$ cat src/rtl/seg7_axis_decoder.sv
// Seven-segment two-digit AXI-Stream decoder with output FIFO.
// s_* : sink of {tens,ones} segment codes; m_* : decoded value + error flag.
//
// Ports:
//   clk, rstn           clock (rising edge), async active-low reset
//   s_valid/s_ready     input handshake
//   s_data[1:0][6:0]    [1]=tens, [0]=ones, bit order {g,f,e,d,c,b,a}
//   m_valid/m_ready     output handshake
//   m_data[W_OUT-1:0]   decoded tens*10+ones (FIFO head)
//   m_err               head beat held an invalid code
//   err_count[ERR_W-1:0] saturating count of accepted bad beats
//   clr_err             synchronous clear of err_count
module seg7_axis_decoder #(
    parameter int W_OUT = 7,
    parameter int DEPTH = 4,
    parameter int ERR_W = 8
) (
    input  logic             clk,
    input  logic             rstn,
    input  logic             s_valid,
    output logic             s_ready,
    input  logic [1:0][6:0]  s_data,
    output logic             m_valid,
    input  logic             m_ready,
    output logic [W_OUT-1:0] m_data,
    output logic             m_err,
    output logic [ERR_W-1:0] err_count,
    input  logic             clr_err
);

    localparam int AW = (DEPTH > 1) ? $clog2(DEPTH) : 1;
    localparam int CW = AW + 1;

    // Returns {invalid, digit}; invalid codes decode as digit 0.
    function automatic logic [4:0] seg_decode(input logic [6:0] code);
        case (code)
            7'h3F:   return 5'd0;
            7'h06:   return 5'd1;
            7'h5B:   return 5'd2;
            7'h4F:   return 5'd3;
            7'h66:   return 5'd4;
            7'h6D:   return 5'd5;
            7'h7D:   return 5'd6;
            7'h07:   return 5'd7;
            7'h7F:   return 5'd8;
            7'h6F:   return 5'd9;
            default: return 5'h10;
        endcase
    endfunction

    logic [4:0]       dec_tens;
    logic [4:0]       dec_ones;
    logic             dec_err;
    logic             accept;
    logic             push;
    logic             pop;
    logic             ready_en;
    logic             st_valid;
    logic [3:0]       st_tens;
    logic [3:0]       st_ones;
    logic             st_err;
    logic [6:0]       st_sum;
    logic [W_OUT:0]   push_word;
    logic [W_OUT:0]   mem [DEPTH];
    logic [AW-1:0]    wr_ptr;
    logic [AW-1:0]    rd_ptr;
    logic [CW-1:0]    fifo_count;

    assign dec_tens = seg_decode(s_data[1]);
    assign dec_ones = seg_decode(s_data[0]);
    assign dec_err  = dec_tens[4] | dec_ones[4];

    // Counting the staged beat reserves its FIFO slot, so the push one
    // cycle later can never hit a full FIFO.
    assign s_ready = ready_en &&
                     ((fifo_count + CW'(st_valid)) < CW'(DEPTH));
    assign accept  = s_valid && s_ready;
    assign push    = st_valid;
    assign pop     = m_valid && m_ready;

    assign st_sum    = ({3'b000, st_tens} * 7'd10) + {3'b000, st_ones};
    assign push_word = {st_err, W_OUT'(st_sum)};

    assign m_valid = (fifo_count != '0);
    assign m_data  = mem[rd_ptr][W_OUT-1:0];
    assign m_err   = mem[rd_ptr][W_OUT];

    // Holds s_ready low until the first edge after reset release.
    always_ff @(posedge clk or negedge rstn) begin
        if (!rstn) ready_en <= 1'b0;
        else       ready_en <= 1'b1;
    end

    always_ff @(posedge clk or negedge rstn) begin
        if (!rstn) begin
            st_valid <= 1'b0;
            st_tens  <= '0;
            st_ones  <= '0;
            st_err   <= 1'b0;
        end else begin
            st_valid <= accept;
            if (accept) begin
                st_tens <= dec_tens[3:0];
                st_ones <= dec_ones[3:0];
                st_err  <= dec_err;
            end
        end
    end

    always_ff @(posedge clk or negedge rstn) begin
        if (!rstn) begin
            for (int i = 0; i < DEPTH; i++) mem[i] <= '0;
        end else if (push) begin
            mem[wr_ptr] <= push_word;
        end
    end

    always_ff @(posedge clk or negedge rstn) begin
        if (!rstn) begin
            wr_ptr     <= '0;
            rd_ptr     <= '0;
            fifo_count <= '0;
        end else begin
            if (push) wr_ptr <= wr_ptr + AW'(1);
            if (pop)  rd_ptr <= rd_ptr + AW'(1);
            case ({push, pop})
                2'b10:   fifo_count <= fifo_count + CW'(1);
                2'b01:   fifo_count <= fifo_count - CW'(1);
                default: fifo_count <= fifo_count;
            endcase
        end
    end

    always_ff @(posedge clk or negedge rstn) begin
        if (!rstn) begin
            err_count <= '0;
        end else if (clr_err) begin
            err_count <= '0;
        end else if (accept && dec_err && (err_count != '1)) begin
            err_count <= err_count + ERR_W'(1);
        end
    end

endmodule
$ cat config.mk
export PLATFORM = sky130hd
export DESIGN_NAME = seg7_axis_decoder
export DESIGN_NICKNAME = d
export VERILOG_FILES = /design/src/rtl/seg7_axis_decoder.sv
export SDC_FILE = /design/constraint.sdc
export NUM_CORES = 1
export LEC_CHECK = 0
export CORE_ASPECT_RATIO = 0.6
export CORE_MARGIN = 4
export CORE_UTILIZATION = 51
export DETAILED_ROUTE_END_ITERATION = 8
export PLACE_DENSITY_LB_ADDON = 0.08
export REMOVE_ABC_BUFFERS = 1
export SLEW_MARGIN = 20
export SYNTH_ARGS = -nofsm -noshare
export SYNTH_HDL_FRONTEND = slang
export SYNTH_SLANG_ARGS = --single-unit
$ cat constraint.sdc
create_clock -name clk -period 2.1 [get_ports clk]
set_input_delay 0.42 -clock clk [delete_from_list [all_inputs] [get_ports clk]]
set_output_delay 0.42 -clock clk [all_outputs]
set_load 0.01 [all_outputs]
Fig. 1: run 1, the metal 1 layer
Supply wires on this layer in gray.
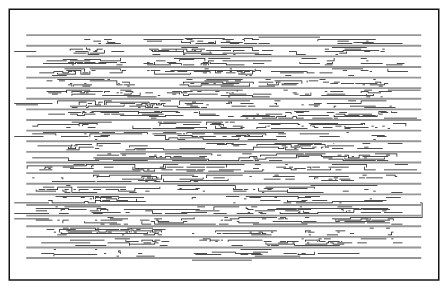
- main direction: horizontal
- nets with wire on the layer: 370
- share of all routed wire: 49%

Fig. 2: run 1, M2 wires
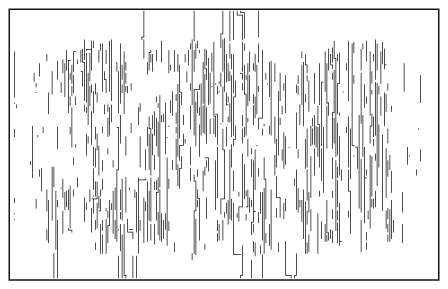
- wire length on this layer: 3330 um
- longest straight run: 26.2 um

==> summary.txt, run 1 <==
Dominant comb cell -> multiplexers
status -> completed
met2 usage -> 0.3237
crit path capture -> err_count[0]
worst path cell trace -> clkdlybuf4s15_1 -> or4b_4 -> or2_1 -> o22a_1 -> a21oi_4 -> nor2b_2 -> mux2_4
yosys cell count -> 287
Comb area share -> 0.3950
fin area -> 0.004232 mm2
area fraction in compound gates -> 0.1120
max cap viols -> 0
area of the multi-input gates -> 0.001672 mm2
minimum hold slack -> 0.06413 ns
total track usage -> 0.2163
Crit. End Element -> flip-flop
family with the most delay on the worst path -> simple AND/OR/NAND/NOR gates
largest net degree at the start of global routing -> 59
startpoint types -> primary input
vias in the first global route -> 2468
min-delay worst type -> in2async
Ant. Diodes -> 0
YS chip area -> 0.003162 mm2
DRC -> 0
# port buffers -> 36
Global Route met1 Usage -> 0.3118
Worst Setup SP -> s_data[12]
Post-Layout Cell Count -> 457
Worst R2R Setup Slack -> 0.02 ns
Reg area -> 0.001451 mm2
setup ws final -> 0.02499 ns
top cell category -> multi-input combinational cells
layout cells sized above 1 -> 0.3289
WL met3 -> 399 um
GR Util met3 -> 0.05860
mux share -> 0.1476
Fig. 3: run 1, the metal 3 layer
Bar = 20 um.
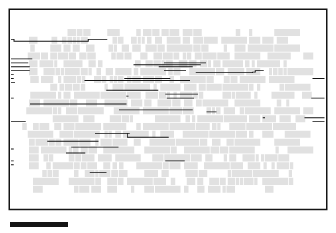
- longest straight run: 36.3 um
- wire length on this layer: 400 um
- nets with wire on the layer: 32
- share of all routed wire: 5.4%

run 1: timing repair:
action                                  in CTS  in global routing
endpoints found under the setup margin      22                 23
hold buffers                                 0                  0
gates cloned                                 1                  0
gates resized                               43                 23
pin swaps                                   12                 10
buffers inserted                             8                  2
run 1: sequential cells by signal (all words and copies together) (netlist names):
| name | count |
|---|---|
| wr_ptr | 2 |
| st_err | 1 |
| mem | 32 |
| rd_ptr | 2 |
| st_tens | 4 |
| push | 1 |
| fifo_count | 3 |
| err_count | 8 |
| st_ones | 4 |
| ready_en | 1 |
run 1: power breakdown:
| part | internal (uW) | switching, uW | total (uW) |
|---|---|---|---|
| clock | 637 | 434 | 1070 |
| sequential | 1410 | 234 | 1640 |
| combinational | 738 | 592 | 1330 |
==> run 1 -> run 2 <==
--- a/config.mk
+++ b/config.mk
@@ -5,7 +5,7 @@
 export SDC_FILE = /design/constraint.sdc
 export NUM_CORES = 1
 export LEC_CHECK = 0
-export CORE_ASPECT_RATIO = 0.6
+export CORE_ASPECT_RATIO = 1.5
 export CORE_MARGIN = 4
 export CORE_UTILIZATION = 51
 export DETAILED_ROUTE_END_ITERATION = 8
Fig. 4: run 2, selected gate families
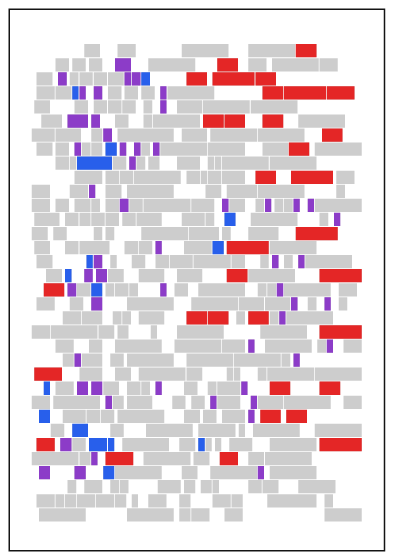
- red: mux cells (cells 33; most used mux2_2)
- purple: nand cells (cells 53; most used nand2_1)
- blue: nor cells (cells 16; most used nor2_1)

Fig. 5: run 2, the metal 3 layer
Bar = 20 um.
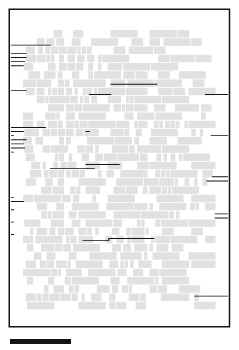
- nets with wire on the layer: 26
- wire length on this layer: 189 um

==> run 2 against run 1 <==
Against the previous run: fmax barely moved; wire length fell by 15%; count of clock-buffer cells in the layout is 2 lower; combinational power fell by 4%; worst setup slack gained 0.0012 ns; critical path type is now reg2reg; largest power group unchanged.
==> summary.txt, run 2 <==
worst path cell trace -> ha_1 -> ha_2 -> fa_1 -> nand2_1 -> nor2_2 -> xnor2_2 -> mux2_4
final setup fails -> 0
sequential element share of the synthesized area -> 0.4590
total track usage -> 0.1820 (-0.03438)
Clock Skews -> 0.01078 ns
setup_tns -> 0 ns
max cap viols -> 0 (unchanged)
Worst R2R Path Depth -> 7
minimum hold slack -> 0.08863 ns (+0.02451 ns)
fmax -> 482.2 MHz
internal power -> 2747 uW (-1.2%)
Dominant comb cell -> multiplexers
CP required -> 2.31 ns
min-delay worst type -> in2async
Clock Power Share -> 0.254 (-0.011)
startpoint types -> flip-flop
met2 usage -> 0.3025 (-0.02123)
Worst Setup SP -> st_tens[1]
WL met2 -> 3360 um
GR Util met3 -> 0.04739 (-0.01122)
vias in the first global route -> 2361 (-4.3%)
fin area -> 0.004179 mm2 (-1.2%)
Largest Register -> mem
Ant. Diodes -> 0 (unchanged)
largest net degree at the start of global routing -> 59 (unchanged)
Psw -> 1156 uW (-8.2%)
WL met3 -> 188 um (-53%)
pre-CTS setup slack -> -0.5072 ns
CTS Hold Bufs -> 0 (unchanged)
# Post-CTS Setup Buffers -> 1 (-7)
Comb pwr share -> 0.328 (about the same)
mux share -> 0.1476 (unchanged)
Leakage -> 0.001933 uW
YS chip area -> 0.003162 mm2 (unchanged)
post_cts resized -> 25 (-42%)
Reg area -> 0.001453 mm2 (about the same)
Worst R2R Setup Slack -> 0.03 ns (about the same)
# port buffers -> 36 (unchanged)
layout cells sized above 1 -> 0.3081 (-0.02080)
largest registers -> mem: 32 flops, err_count: 8 flops
setup ws final -> 0.02623 ns (+0.001239 ns)
Crit. End Element -> flip-flop
yosys cell count -> 287 (unchanged)
Largest register FFs -> 32 (unchanged)
Global Route met1 Usage -> 0.2240 (-0.08777)
area of the multi-input gates -> 0.001669 mm2 (-0.15%)
status -> completed
DRC -> 0 (unchanged)
crit path capture -> mem[30]
Post-Layout Cell Count -> 442 (-3.3%)
==> run 2: power by group through the flow <==
stage,sequential [uW],clock (uW),combinational (uW)
6_report,1630,990,1280
5_1_grt,1680,1070,1430
4_1_cts,1630,1020,1230
3_5_place_dp,1650,0,1260
3_3_place_gp,1630,0,1230
2_1_floorplan,1620,0,721
==> run 2: layout make-up <==
type                       count  share of cell area
multi-input combinational    204              0.3994
clock inverter                 3            0.009581
tap                           72             0.02156
inverter                      12             0.01078
clock buffer                  11             0.03623
timing repair buffer          82              0.1749
sequential                    58              0.3476
==> run 2: kinds of logic (layout without fill, tap and decap cells) <==
family,count (synthesis),in the layout
multiplexers,33,33
AND/OR/NAND/NOR,87,87
XOR/XNOR,12,12
buffers and inverters,25,108
other,1,1
adder cells (fa/ha/maj),15,15
AND-OR/OR-AND,56,56
flip-flops,58,58
==> run 2 -> run 3 <==
--- a/config.mk
+++ b/config.mk
@@ -5,9 +5,11 @@
 export SDC_FILE = /design/constraint.sdc
 export NUM_CORES = 1
 export LEC_CHECK = 0
+export CELL_PAD_IN_SITES_DETAIL_PLACEMENT = 1
+export CELL_PAD_IN_SITES_GLOBAL_PLACEMENT = 1
 export CORE_ASPECT_RATIO = 1.5
 export CORE_MARGIN = 4
-export CORE_UTILIZATION = 51
+export CORE_UTILIZATION = 40
 export DETAILED_ROUTE_END_ITERATION = 8
 export PLACE_DENSITY_LB_ADDON = 0.08
 export REMOVE_ABC_BUFFERS = 1
Fig. 6: run 3, selected gate families
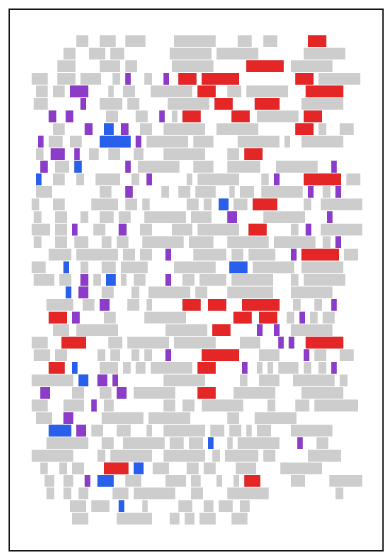
most numerous logic cell after layout: dfrtp_1
Comb area share: 0.3976

Fig. 7: run 3, clock routing
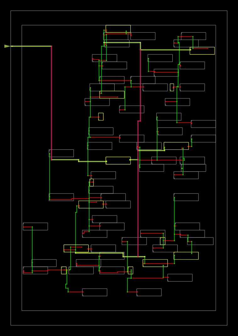
clock network power: 1250 uW
Seq cells: 58
TritonCTS Buffers: 9
Clock Sinks: 58
clk latency late pin: 0.33 ns

==> run 3 against run 2 <==
Against the previous run: via count increased by 4.6%; clock skew decreased by 0.0053 ns; wire length increased by 21%; cell count increased by 7.9%; largest power group unchanged.
==> summary.txt, run 3 <==
largest net degree at the start of global routing -> 59 (unchanged)
WL met3 -> 201 um (+6.9%)
setup_tns -> 0 ns (unchanged)
Comb power -> 1310 uW (about the same)
status -> completed
Worst R2R Setup Slack -> 0.01 ns (about the same)
CP required -> 2.30 ns (about the same)
largest power group -> registers
Psw -> 1266 uW (+9.5%)
Worst R2R Path Depth -> 7 (unchanged)
max cap viols -> 0 (unchanged)
Clock Skews -> 0.005457 ns (-0.005327 ns)
GR Util met3 -> 0.04441 (-0.002978)
Leakage -> 0.002021 uW (+4.6%)
largest registers -> mem: 32 flops, err_count: 8 flops
minimum hold slack -> 0.08652 ns (-0.002110 ns)
# port buffers -> 36 (unchanged)
WL met2 -> 4209 um (+25%)
Seq. pwr -> 1630 uW (about the same)
min-delay worst type -> in2async
Clock Power Share -> 0.299 (+0.045)
Worst Setup SP -> st_tens[1]
Post-Layout Cell Count -> 477 (+7.9%)
Comb pwr share -> 0.312 (-0.016)
setup ws final -> 0.01342 ns (-0.01281 ns)
Global Route met1 Usage -> 0.2082 (-0.01575)
sequential element share of the synthesized area -> 0.4590 (unchanged)
fmax -> 479.3 MHz (-0.61%)
yosys cell count -> 287 (unchanged)
crit path capture -> mem[22]
worst path cell trace -> ha_1 -> ha_2 -> fa_1 -> nand2_2 -> nor2_4 -> xnor2_4 -> mux2_4
vias in the first global route -> 2659 (+13%)
Largest Register -> mem
DRC -> 0 (unchanged)
run 3: cells by family after synthesis:
logic type,after synthesis,share of synthesized area
flops,58,0.4590
compound gates,56,0.1120
mux,33,0.1476
xor+xnor,12,0.03324
simple gates,87,0.1472
other cells,1,0.001186
buf+inv,25,0.03324
fa+ha+maj,15,0.06648
run 3: cell type report:
| class | instances | area [um2] |
|---|---|---|
| fillers | 835 | 3318 |
| repair buffers | 86 | 738.2 |
| inverters | 12 | 45.04 |
| clock buffers | 11 | 232.7 |
| flip-flops and latches | 58 | 1453 |
| multi-input cells | 204 | 1727 |
| well taps | 102 | 127.6 |
| clock inverters | 4 | 20.02 |
run 3: what timing repair did:
item | 4_1_cts | 5_1_grt
setup buffers | 6 | 4
pin swaps | 10 | 9
resized | 48 | 23
setup endpoints to repair | 23 | 17
hold buffers | 0 | 0
Power is estimated from default activity; no workload was simulated.
